`src/rtl/dpram_access_ctrl_if.sv`:
```
// Client request/response and RAM port signals for dpram_access_ctrl.
// slave: the controller; master: the client logic plus the RAM that surround it.
interface dpram_access_ctrl_if #(
  parameter int ADDR_W = 4,
  parameter int DATA_W = 8
);
  logic              c0_req_valid;
  logic              c0_req_ready;
  logic              c0_req_we;
  logic [ADDR_W-1:0] c0_req_addr;
  logic [DATA_W-1:0] c0_req_wdata;
  logic              c0_rsp_valid;
  logic [DATA_W-1:0] c0_rsp_rdata;

  logic              c1_req_valid;
  logic              c1_req_ready;
  logic              c1_req_we;
  logic [ADDR_W-1:0] c1_req_addr;
  logic [DATA_W-1:0] c1_req_wdata;
  logic              c1_rsp_valid;
  logic [DATA_W-1:0] c1_rsp_rdata;

  logic [ADDR_W-1:0] ram_addr_a;
  logic              ram_read_a;
  logic              ram_write_a;
  logic [DATA_W-1:0] ram_wdata_a;
  logic [DATA_W-1:0] ram_rdata_a;
  logic [ADDR_W-1:0] ram_addr_b;
  logic              ram_read_b;
  logic              ram_write_b;
  logic [DATA_W-1:0] ram_wdata_b;
  logic [DATA_W-1:0] ram_rdata_b;

  modport slave (
    input  c0_req_valid, c0_req_we, c0_req_addr, c0_req_wdata,
    output c0_req_ready, c0_rsp_valid, c0_rsp_rdata,
    input  c1_req_valid, c1_req_we, c1_req_addr, c1_req_wdata,
    output c1_req_ready, c1_rsp_valid, c1_rsp_rdata,
    output ram_addr_a, ram_read_a, ram_write_a, ram_wdata_a,
    output ram_addr_b, ram_read_b, ram_write_b, ram_wdata_b,
    input  ram_rdata_a, ram_rdata_b
  );

  modport master (
    output c0_req_valid, c0_req_we, c0_req_addr, c0_req_wdata,
    input  c0_req_ready, c0_rsp_valid, c0_rsp_rdata,
    output c1_req_valid, c1_req_we, c1_req_addr, c1_req_wdata,
    input  c1_req_ready, c1_rsp_valid, c1_rsp_rdata,
    input  ram_addr_a, ram_read_a, ram_write_a, ram_wdata_a,
    input  ram_addr_b, ram_read_b, ram_write_b, ram_wdata_b,
    output ram_rdata_a, ram_rdata_b
  );
endinterface

```
`src/rtl/dpram_access_ctrl.sv`:
```
// Schedules two valid/ready clients onto the A/B ports of a dual-port RAM without collisions.
// Macro DPRAM_CTRL_RR_EN: round-robin conflict priority; undefined: client 0 always wins conflicts.
module dpram_access_ctrl #(
  parameter int ADDR_W = 4,
  parameter int DATA_W = 8
) (
  input  logic               clk,
  input  logic               reset,
  dpram_access_ctrl_if.slave bus
);

  typedef struct packed {
    logic              rd;
    logic              wr;
    logic [ADDR_W-1:0] addr;
    logic [DATA_W-1:0] wdata;
  } cmd_t;

  typedef struct packed {
    logic vld;
    logic cid;
  } tag_t;

  logic conflict;
  logic win1;
  logic rdy0, rdy1;
  logic acc0, acc1;
  logic a_is_c1;
  cmd_t req0, req1;
  cmd_t cmd_a_d, cmd_a_q, cmd_b_d, cmd_b_q;
  tag_t tag_a1_d, tag_a1_q, tag_a2_q;
  tag_t tag_b1_d, tag_b1_q, tag_b2_q;
  logic rsp0_from_a, rsp0_from_b, rsp1_from_a, rsp1_from_b;
  logic              rsp0_valid_d, rsp0_valid_q, rsp1_valid_d, rsp1_valid_q;
  logic [DATA_W-1:0] rsp0_rdata_d, rsp0_rdata_q, rsp1_rdata_d, rsp1_rdata_q;

  assign conflict = bus.c0_req_valid & bus.c1_req_valid &
                    (bus.c0_req_addr == bus.c1_req_addr) &
                    (bus.c0_req_we | bus.c1_req_we);

`ifdef DPRAM_CTRL_RR_EN
  logic prio_q, prio_d;

  // The winner is always ready, so every conflict resolves in the cycle it is seen.
  assign prio_d = conflict ? ~prio_q : prio_q;

  always_ff @(posedge clk or negedge reset) begin
    if (!reset) prio_q <= 1'b0;
    else        prio_q <= prio_d;
  end

  assign win1 = prio_q;
`else
  assign win1 = 1'b0;
`endif

  assign rdy0 = reset & (~conflict | ~win1);
  assign rdy1 = reset & (~conflict | win1);
  assign acc0 = bus.c0_req_valid & rdy0;
  assign acc1 = bus.c1_req_valid & rdy1;

  // Port A carries the priority client when both go out, else whichever one was accepted.
  assign a_is_c1 = acc1 & (~acc0 | win1);

  always_comb begin
    req0       = '0;
    req0.rd    = ~bus.c0_req_we;
    req0.wr    = bus.c0_req_we;
    req0.addr  = bus.c0_req_addr;
    req0.wdata = bus.c0_req_we ? bus.c0_req_wdata : '0;
    req1       = '0;
    req1.rd    = ~bus.c1_req_we;
    req1.wr    = bus.c1_req_we;
    req1.addr  = bus.c1_req_addr;
    req1.wdata = bus.c1_req_we ? bus.c1_req_wdata : '0;
  end

  always_comb begin
    cmd_a_d = '0;
    cmd_b_d = '0;
    if (acc0 | acc1) cmd_a_d = a_is_c1 ? req1 : req0;
    if (acc0 & acc1) cmd_b_d = a_is_c1 ? req0 : req1;
    tag_a1_d.vld = cmd_a_d.rd;
    tag_a1_d.cid = a_is_c1;
    tag_b1_d.vld = cmd_b_d.rd;
    tag_b1_d.cid = ~a_is_c1;
  end

  assign rsp0_from_a = tag_a2_q.vld & ~tag_a2_q.cid;
  assign rsp0_from_b = tag_b2_q.vld & ~tag_b2_q.cid;
  assign rsp1_from_a = tag_a2_q.vld &  tag_a2_q.cid;
  assign rsp1_from_b = tag_b2_q.vld &  tag_b2_q.cid;

  always_comb begin
    rsp0_valid_d = rsp0_from_a | rsp0_from_b;
    rsp1_valid_d = rsp1_from_a | rsp1_from_b;
    rsp0_rdata_d = rsp0_rdata_q;
    rsp1_rdata_d = rsp1_rdata_q;
    if (rsp0_from_a)      rsp0_rdata_d = bus.ram_rdata_a;
    else if (rsp0_from_b) rsp0_rdata_d = bus.ram_rdata_b;
    if (rsp1_from_a)      rsp1_rdata_d = bus.ram_rdata_a;
    else if (rsp1_from_b) rsp1_rdata_d = bus.ram_rdata_b;
  end

  always_ff @(posedge clk or negedge reset) begin
    if (!reset) begin
      cmd_a_q      <= '0;
      cmd_b_q      <= '0;
      tag_a1_q     <= '0;
      tag_a2_q     <= '0;
      tag_b1_q     <= '0;
      tag_b2_q     <= '0;
      rsp0_valid_q <= 1'b0;
      rsp1_valid_q <= 1'b0;
      rsp0_rdata_q <= '0;
      rsp1_rdata_q <= '0;
    end else begin
      cmd_a_q      <= cmd_a_d;
      cmd_b_q      <= cmd_b_d;
      tag_a1_q     <= tag_a1_d;
      tag_a2_q     <= tag_a1_q;
      tag_b1_q     <= tag_b1_d;
      tag_b2_q     <= tag_b1_q;
      rsp0_valid_q <= rsp0_valid_d;
      rsp1_valid_q <= rsp1_valid_d;
      rsp0_rdata_q <= rsp0_rdata_d;
      rsp1_rdata_q <= rsp1_rdata_d;
    end
  end

  assign bus.c0_req_ready = rdy0;
  assign bus.c1_req_ready = rdy1;
  assign bus.c0_rsp_valid = rsp0_valid_q;
  assign bus.c0_rsp_rdata = rsp0_rdata_q;
  assign bus.c1_rsp_valid = rsp1_valid_q;
  assign bus.c1_rsp_rdata = rsp1_rdata_q;

  assign bus.ram_addr_a  = cmd_a_q.addr;
  assign bus.ram_read_a  = cmd_a_q.rd;
  assign bus.ram_write_a = cmd_a_q.wr;
  assign bus.ram_wdata_a = cmd_a_q.wdata;
  assign bus.ram_addr_b  = cmd_b_q.addr;
  assign bus.ram_read_b  = cmd_b_q.rd;
  assign bus.ram_write_b = cmd_b_q.wr;
  assign bus.ram_wdata_b = cmd_b_q.wdata;

endmodule

```
`src/flat_wrapper.sv`:
```
// flat-port wrapper written by rule: the top's interface ports become plain ports
module dpram_access_ctrl_flat 
#(
  parameter int ADDR_W = 4,
  parameter int DATA_W = 8
)
  (clk, reset, bus_c0_req_valid, bus_c0_req_we, bus_c0_req_addr, bus_c0_req_wdata, bus_c0_req_ready, bus_c0_rsp_valid, bus_c0_rsp_rdata, bus_c1_req_valid, bus_c1_req_we, bus_c1_req_addr, bus_c1_req_wdata, bus_c1_req_ready, bus_c1_rsp_valid, bus_c1_rsp_rdata, bus_ram_addr_a, bus_ram_read_a, bus_ram_write_a, bus_ram_wdata_a, bus_ram_addr_b, bus_ram_read_b, bus_ram_write_b, bus_ram_wdata_b, bus_ram_rdata_a, bus_ram_rdata_b);
  dpram_access_ctrl_if #(.ADDR_W(ADDR_W), .DATA_W(DATA_W)) bus_i ();
  input  logic clk;
  input  logic reset;
  input wire logic [$bits(bus_i.c0_req_valid)-1:0] bus_c0_req_valid;
  input wire logic [$bits(bus_i.c0_req_we)-1:0] bus_c0_req_we;
  input wire logic [$bits(bus_i.c0_req_addr)-1:0] bus_c0_req_addr;
  input wire logic [$bits(bus_i.c0_req_wdata)-1:0] bus_c0_req_wdata;
  output wire logic [$bits(bus_i.c0_req_ready)-1:0] bus_c0_req_ready;
  output wire logic [$bits(bus_i.c0_rsp_valid)-1:0] bus_c0_rsp_valid;
  output wire logic [$bits(bus_i.c0_rsp_rdata)-1:0] bus_c0_rsp_rdata;
  input wire logic [$bits(bus_i.c1_req_valid)-1:0] bus_c1_req_valid;
  input wire logic [$bits(bus_i.c1_req_we)-1:0] bus_c1_req_we;
  input wire logic [$bits(bus_i.c1_req_addr)-1:0] bus_c1_req_addr;
  input wire logic [$bits(bus_i.c1_req_wdata)-1:0] bus_c1_req_wdata;
  output wire logic [$bits(bus_i.c1_req_ready)-1:0] bus_c1_req_ready;
  output wire logic [$bits(bus_i.c1_rsp_valid)-1:0] bus_c1_rsp_valid;
  output wire logic [$bits(bus_i.c1_rsp_rdata)-1:0] bus_c1_rsp_rdata;
  output wire logic [$bits(bus_i.ram_addr_a)-1:0] bus_ram_addr_a;
  output wire logic [$bits(bus_i.ram_read_a)-1:0] bus_ram_read_a;
  output wire logic [$bits(bus_i.ram_write_a)-1:0] bus_ram_write_a;
  output wire logic [$bits(bus_i.ram_wdata_a)-1:0] bus_ram_wdata_a;
  output wire logic [$bits(bus_i.ram_addr_b)-1:0] bus_ram_addr_b;
  output wire logic [$bits(bus_i.ram_read_b)-1:0] bus_ram_read_b;
  output wire logic [$bits(bus_i.ram_write_b)-1:0] bus_ram_write_b;
  output wire logic [$bits(bus_i.ram_wdata_b)-1:0] bus_ram_wdata_b;
  input wire logic [$bits(bus_i.ram_rdata_a)-1:0] bus_ram_rdata_a;
  input wire logic [$bits(bus_i.ram_rdata_b)-1:0] bus_ram_rdata_b;
  assign bus_i.c0_req_valid = bus_c0_req_valid;
  assign bus_i.c0_req_we = bus_c0_req_we;
  assign bus_i.c0_req_addr = bus_c0_req_addr;
  assign bus_i.c0_req_wdata = bus_c0_req_wdata;
  assign bus_c0_req_ready = bus_i.c0_req_ready;
  assign bus_c0_rsp_valid = bus_i.c0_rsp_valid;
  assign bus_c0_rsp_rdata = bus_i.c0_rsp_rdata;
  assign bus_i.c1_req_valid = bus_c1_req_valid;
  assign bus_i.c1_req_we = bus_c1_req_we;
  assign bus_i.c1_req_addr = bus_c1_req_addr;
  assign bus_i.c1_req_wdata = bus_c1_req_wdata;
  assign bus_c1_req_ready = bus_i.c1_req_ready;
  assign bus_c1_rsp_valid = bus_i.c1_rsp_valid;
  assign bus_c1_rsp_rdata = bus_i.c1_rsp_rdata;
  assign bus_ram_addr_a = bus_i.ram_addr_a;
  assign bus_ram_read_a = bus_i.ram_read_a;
  assign bus_ram_write_a = bus_i.ram_write_a;
  assign bus_ram_wdata_a = bus_i.ram_wdata_a;
  assign bus_ram_addr_b = bus_i.ram_addr_b;
  assign bus_ram_read_b = bus_i.ram_read_b;
  assign bus_ram_write_b = bus_i.ram_write_b;
  assign bus_ram_wdata_b = bus_i.ram_wdata_b;
  assign bus_i.ram_rdata_a = bus_ram_rdata_a;
  assign bus_i.ram_rdata_b = bus_ram_rdata_b;
  dpram_access_ctrl #(.ADDR_W(ADDR_W), .DATA_W(DATA_W)) u_core (.clk(clk), .reset(reset), .bus(bus_i));
endmodule
```
`config.mk`:
```
export PLATFORM = sky130hd
export DESIGN_NAME = dpram_access_ctrl_flat
export DESIGN_NICKNAME = d
export VERILOG_FILES = /design/src/rtl/dpram_access_ctrl_if.sv /design/src/rtl/dpram_access_ctrl.sv /design/src/flat_wrapper.sv
export SDC_FILE = /design/constraint.sdc
export NUM_CORES = 1
export LEC_CHECK = 0
export ABC_AREA = 0
export CAP_MARGIN = 20
export CORE_MARGIN = 5
export CORE_UTILIZATION = 44
export CTS_CLUSTER_SIZE = 12
export DETAILED_ROUTE_END_ITERATION = 8
export PLACE_DENSITY = 0.84
export SLEW_MARGIN = 20
export SYNTH_ARGS = -nofsm -noshare
export SYNTH_HDL_FRONTEND = slang
export SYNTH_SLANG_ARGS = --single-unit
```
`constraint.sdc`:
```
create_clock -name clk -period 4.22 [get_ports clk]
set_clock_uncertainty 0.15 [all_clocks]
set_input_delay 0.844 -clock clk [delete_from_list [all_inputs] [get_ports clk]]
set_output_delay 0.844 -clock clk [all_outputs]
set_load 0.05 [all_outputs]
```
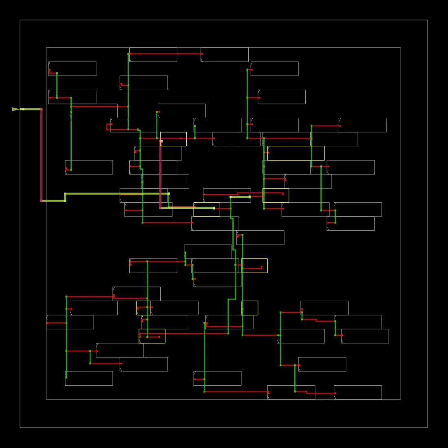
*Clock wiring as the flow saved it, run 1*
P_clk: 345 uW
clock buffer count: 5

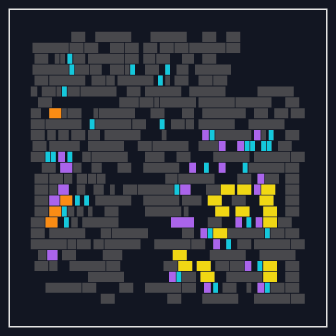
*Gate-type map, run 1*
purple -> aoi and oai cells  # cells 23, most used o21ai_0
orange -> xor and xnor cells  # cells 4, most used xor2_1
cyan -> nand cells  # cells 32, most used nand2_1, where all over the die
yellow -> mux cells  # cells 16, most used mux2i_1
multi-input combinational area share: 0.226
non-filler cells, final: 327
Commonest Layout Cell: clkdlybuf4s50_1

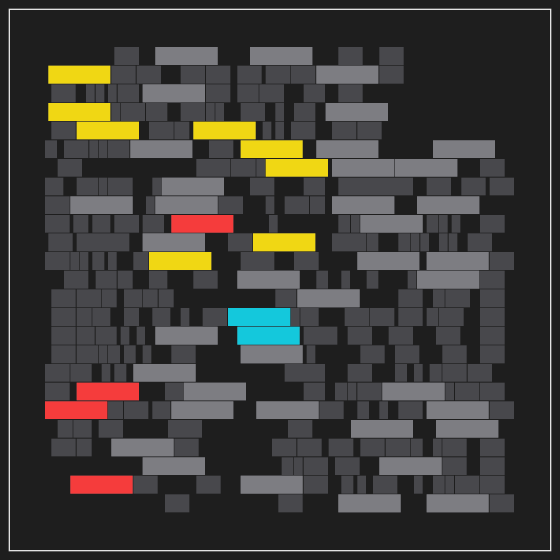
*Register map, names as in the netlist, run 1*
red -> u_core.bus.ram_addr_a  # sequential cells 4
cyan -> u_core.tag_a2_q  # sequential cells 2
yellow -> u_core.bus.ram_wdata_b  # sequential cells 8
not coloured = 38
Seq area share: 0.413
Seq. pwr: 568 uW
Reg area: 1300 um^2
fin util: 0.676

-- run 1: area by class of cell --
type	instances	area, um^2	area share
repair buffers	95	938	0.298
well taps	54	67.6	0.0215
clock buffers	5	68.8	0.0219
multi-input cells	114	712	0.226
clock inverters	3	46.3	0.0147
inverters	4	15.0	0.00477
flip-flops and latches	52	1300	0.413
-- run 1: power by group through the flow --
stage	Combinational, mW	Clock (mW)	Sequential [mW]
finish	0.395	0.345	0.568
global route	0.416	0.375	0.576
CTS	0.398	0.357	0.569
detailed placement	0.398	0	0.579
global placement	0.393	0	0.577
floorplan	0.0640	0	0.742
-- run 1: routing by layer --
metal | up-vias | part of all wire
met5 | - | 0
met4 | 0 | 0.0060
met3 | 4 | 0.089
li1 | 792 | -
met2 | 61 | 0.49
met1 | 760 | 0.41
==> CHANGELOG.md, run 1 <==
## Implementation

- Status: finished, final reports clean
- DR vias: 1617
- Dominant flop cell: dfrtp_1
- Mapped Nets: 225
- Adder Area Share: 0
- ANT nets after route: 0
- OpenROAD warnings: 26
- Top cells by count: dfrtp_1, nand2_1, o21ai_0, mux2i_1, nor2_1
- Critical path endpoint: bus_c1_req_ready
- Distinct lib cells used: 25
- Met3 usage: 0.0601
- CTS H-tree depth: 2
- GRT Util Overall: 0.165
- Placed cell count: 319
- Row cnt: 25
- Core box area: 4660 um^2
- Critical Path AT: 2.30 ns
- Mapped Area: 2080 um^2
- CTS clk-pin slew, worst paths: 0.09 ns
- Hold crit path type: register to register
- Io pins: 94
- GRT busiest layer: met2
- Gp weighted congestion: 0.771
- Hold Startpoint: u_core.tag_a1_q[0]
- Clock power share: 0.264
- Die Ht: 78.8 um
- Seq pwr share: 0.435
- Clk latency late pin: 0.30 ns
- Yosys cell count: 179
- CP max stage cell: clkdlybuf4s50_1
- Cts-stage hold buffer count: 0
- Clock buffer count from CTS: 5
- First-pass GRT wire length: 7940 um
- Dominant comb cell: simple AND/OR/NAND/NOR gates
- ANT cells: 0
- Post-synth top area cell: dfrtp_1
- WHS: 0.210 ns
- Setup ws final: 0.929 ns
- NumNets Final: 318
- Area Growth Syn to Fin: 51.3%
- Crit path kind: input pin to primary output
- Min-Delay Endpoint: u_core.tag_a2_q[0]
- Initial antenna violation count: 0
- Syn Inst Count: 179
- Number of global-route vias before repair: 1663
- Drt total wl: 4970 um
- Pre-antenna DRT Iters: 4
- Worst path bufs/invs: 2
- PortBufs: 93
- Post-CTS sizing: 0
- Max clock buf depth: 2
- Avg Inst Size Synth: 11.6 um^2
- Tcrit/Tclk final: 0.780
- Top cells excl fill/tap: clkdlybuf4s50_1, dfrtp_1, nand2_1
- Max Fclk: 304 MHz
- Yosys top cell area share: 0.625
- RSZ-0062 raised after global routing: false
- WP data required: 3.23 ns
- TNS Setup: 0 ns
- Post-route minimum period: 3.29 ns
- Final hold vios: 0
- Fillcell total: 382
- Crit path max-delay family: buffers and inverters
- Total power draw: 1.31 mW
- Share of cells above drive strength 1: 0.0549
- Max Fanout on Critical Path: 15
- Peak VDD IR: 0.000260 V
- Yosys Chip Area: 2080 um^2
- Critical Path Stages: 5
- Fin. max-slew vios: 0
- RR Startpoint: u_core.tag_a2_q[0]
- DRC Markers: 0
- Multiplexer area fraction after synthesis: 0.0769
- Worst setup startpoint: bus_c0_req_valid
- Reg-to-reg slack, setup: 2.47 ns
- R2r endpoint: u_core.bus.c1_rsp_rdata[7]
- Max-cap violations: 0
- Top cells by area: dfrtp_1, mux2i_1, nand2_1
- Post-CTS Setup Inserts: 0
- Max_slew headroom: 0.327
- TritonCTS clock tree: built
- DP HPWL: 3760 um
- Crit. End Element: primary output
- Switching share of power: 0.337
- Slew @ Worst Pin: 1.01 ns
- Placed Area: 3030 um^2
- Floorplan Utilization: 0.447
- EDFF count, synth: 0
- Xor+xnor area frac: 0.0168
- Via-per-instance ratio: 4.94
- Largest net degree at the start of global routing: 47
- Setup Viol. Count Final: 0
- TritonCTS Sinks: 52
- AND/OR/NAND/NOR Cells, Area Fraction: 0.142
- Cell Pwr Density: 415 nW/um^2
- Async S/R FF share, synth: 1.00
- CP peak stage delay: 0.73 ns
- Critical Path Start Type: input pin
- Comb power frac: 0.302
- GR Util met2: 0.289
- Pre-CTS setup slack: 0.937 ns
- Hold path depth: 0
- Met1 usage: 0.185
- WL/cell: 15.2 um
- Die Width: 78.8 um
- Initial DRC count: 47
- GRT Residual Overflow: 0
- Seq share, synth: 0.625
- Ys Warns: 0
- Ao+oa area frac: 0.105
- Int Pwr: 868 uW
- Leakage Power: 1.46 nW
- Die ar.: 6210 um^2
- Cells on worst reg2reg path: 2
- #FFs+latches synth: 52
- Most common cell in the netlist: dfrtp_1
- Root Buffer: clkbuf_8
- Fin area: 3150 um^2
- Psw: 440 uW
- Crit-path cells: clkdlybuf4s50_1, o2111ai_1, nor4_4, nor2b_1, buf_4
==> run 2: changes to the inputs <==
CORE_UTILIZATION = 41   (was 44)
PLACE_DENSITY = 0.79   (was 0.84)
clock period = 3.4 ns   (was 4.22 ns; I/O delays follow)
==> run 2 against run 1 <==
Effect of this change: via count fell by 0.37%; synthesized cell count did not move; cell count rose by 5.8%; wire length barely moved; worst hold slack got worse by 0.024 ns; synthesized area did not move; worst setup slack got worse by 0.31 ns; utilization fell by 4.1 points; critical endpoint unchanged.
==> CHANGELOG.md, run 2 <==
## Implementation

- Inverters excl. clock: 4 (unchanged)
- WL/cell: 14.3 um (-5.5%)
- Clk latency late pin: 0.29 ns (about the same)
- Via-per-instance ratio: 4.66 (-5.8%)
- Die Width: 81.3 um (+3.1%)
- RSZ-0062 raised after global routing: false
- GRT busiest layer: met2
- Crit-path cells: clkdlybuf4s50_1, xnor2_1, o2111ai_1, nor4_4, nor2b_1, buf_4
- Met3 usage: 0.0576 (-0.00244)
- Multi-In Gates: 114 (unchanged)
- Dominant flop cell: dfrtp_1
- DP HPWL: 3780 um (+0.58%)
- Drt total wl: 4960 um (about the same)
- DR top layer: met4
- Critical Path Start Type: input pin
- CP max stage cell: clkdlybuf4s50_1
- Non-CTS buffers: 98 (+3.2%)
- Floorplan Utilization: 0.416 (-0.0311)
- PortBufs: 93 (unchanged)
- Crit path kind: input pin to primary output
- #FFs+latches synth: 52 (unchanged)
- AND/OR/NAND/NOR Cells, Area Fraction: 0.142 (unchanged)
- EDFF count, synth: 0 (unchanged)
- Async S/R FF share, synth: 1.00 (unchanged)
- Fin. max-slew vios: 0 (unchanged)
- Top cells excl fill/tap: clkdlybuf4s50_1, dfrtp_1, nand2_1
- Post-route minimum period: 2.78 ns
- TritonCTS clock tree: built
- WP data required: 2.57 ns (-0.66 ns)
- Fillcell total: 437 (+14%)
- ANT nets after route: 0 (unchanged)
- Cts-stage hold buffer count: 0 (unchanged)
- Max_slew headroom: 0.279 (-0.0480)
- Flop count: 52 (unchanged)
- Ao+oa area frac: 0.105 (unchanged)
- Mapped Area: 2080 um^2 (unchanged)
- Yosys top cell area share: 0.625 (unchanged)
- NumNets Final: 321 (+0.94%)
- Yosys cell count: 179 (unchanged)
- Routed wl met2: 2350 um (-3.7%)
- GR Util met2: 0.259 (-0.0305)
- Max-cap violations: 0 (unchanged)
- M1 WL: 2120 um (+3.3%)
- Tapcell count: 70 (+30%)
- Initial antenna violation count: 0 (unchanged)
- R2r endpoint: u_core.bus.c0_rsp_rdata[0]
- Leakage Power: 1.47 nW (+0.96%)
- Reg-to-reg slack, setup: 1.49 ns (-0.98 ns)
- Multi-input combinational area share: 0.223 (-0.00310)
- Post-CTS sizing: 0 (unchanged)
- TritonCTS Sinks: 52 (unchanged)
- Critical Path Stages: 6 (+1)
- Crit. End Element: primary output
- Peak VDD IR: 0.000261 V (+0.38%)
- CP peak stage delay: 0.51 ns (-0.22 ns)
- Post-synth top area cell: dfrtp_1
- Logic area: 709 um^2 (-0.35%)
- Xor+xnor area frac: 0.0168 (unchanged)
- Reg area: 1300 um^2 (unchanged)
- Cell Pwr Density: 505 nW/um^2 (+22%)
- Mapped Nets: 225 (unchanged)
- Status: finished, final reports clean
- First-pass GRT wire length: 7670 um (-3.4%)
- Critical path endpoint: bus_c1_req_ready
- DRC Markers: 0 (unchanged)
- RR Startpoint: u_core.tag_a2_q[1]
- Cells on worst reg2reg path: 3 (+1)
- Slew @ Worst Pin: 1.08 ns (+0.0698 ns)
- Clock buffer count from CTS: 5 (unchanged)
- Yosys Chip Area: 2080 um^2 (unchanged)
- Pre-antenna DRT Iters: 4 (unchanged)
- Max Fanout on Critical Path: 3 (-12)
- Distinct lib cells used: 25 (unchanged)
- Dominant kind of cell: sequential cells
- Area Growth Syn to Fin: 52.8%
- Worst path bufs/invs: 2 (unchanged)
- Share of cells above drive strength 1: 0.0580 (+0.00303)
- DR vias: 1611 (-0.37%)
- Commonest Layout Cell: clkdlybuf4s50_1
- Clock buffer count: 6 (+1)
- Setup Viol. Count Final: 0 (unchanged)
- OpenROAD warnings: 26 (unchanged)
- TNS Setup: 0 ns (unchanged)
- CTS clk-pin slew, worst paths: 0.08 ns (about the same)
- Gp weighted congestion: 0.772 (about the same)
- Ys Warns: 0 (unchanged)
- GRT Residual Overflow: 0 (unchanged)
- WL met3: 438 um (-0.90%)
- Number of global-route vias before repair: 1667 (+0.24%)
- Crit path max-delay family: buffers and inverters
- Dominant comb cell: simple AND/OR/NAND/NOR gates
- Final non-clock buffer share: 0.302 (+0.00403)
- Multiplexer area fraction after synthesis: 0.0769 (unchanged)
- GRT Util Overall: 0.154 (-0.0109)
run 2: through the flow:
| stage | area (um^2) | hold WS [ns] | util | setup slack [ns] | std cells |
|---|---|---|---|---|---|
| 2_1_floorplan | 2080 | 0.181 | - | 0.823 | 179 |
| 3_3_place_gp | 3070 | 0.183 | 0.612 | 0.635 | 337 |
| 3_5_place_dp | 3070 | 0.188 | 0.612 | 0.609 | 337 |
| 4_1_cts | 3170 | 0.192 | 0.634 | 0.609 | 345 |
| 5_1_grt | 3180 | 0.198 | 0.635 | 0.529 | 346 |
| 6_report | 3180 | 0.186 | 0.635 | 0.623 | 346 |
run 2: report_power, final:
group	leakage, nW	switching (mW)	internal (mW)
combinational	0.739	0.312	0.180
sequential	0.677	0.0280	0.677
clock	0.0552	0.191	0.219
total	1.47	0.531	1.08
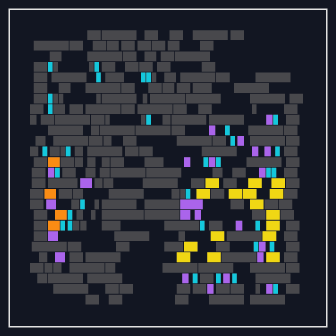
*Gate-type map, run 2*
yellow -> mux cells  # cells 16, most used mux2i_1
orange -> xor and xnor cells  # cells 4, most used xor2_1, where left middle
purple -> aoi and oai cells  # cells 23, most used o21ai_0
cyan -> nand cells  # cells 32, most used nand2_1, where all over the die

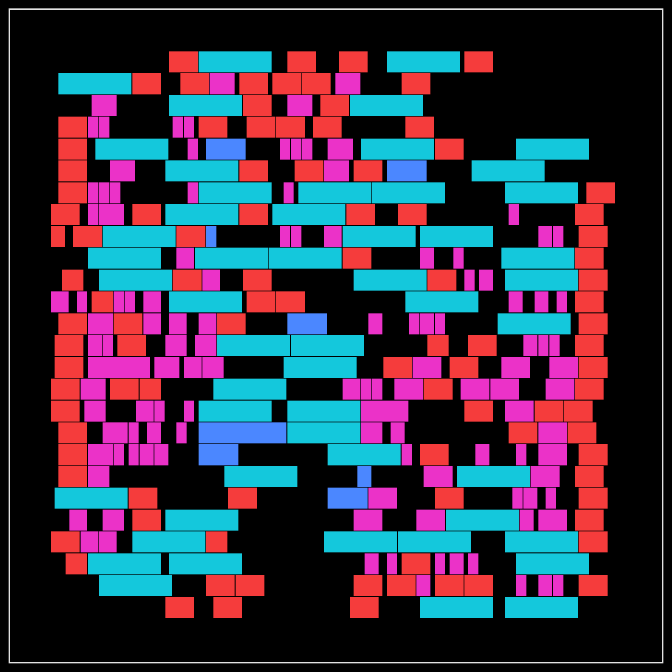
*Placement by cell class, run 2*
cyan -> registers  # cells 52, share of their area 42%
red -> remaining buffers and delay cells  # cells 98, share of their area 31%
blue -> clock drivers and dummy loads  # cells 8, share of their area 3.5%
magenta -> remaining logic cells  # cells 118, share of their area 23%
fin area: 3180 um^2
fin util: 0.635
Seq area share: 0.409
row cnt: 26
core box area: 5010 um^2

Power is estimated from default activity; no workload was simulated.
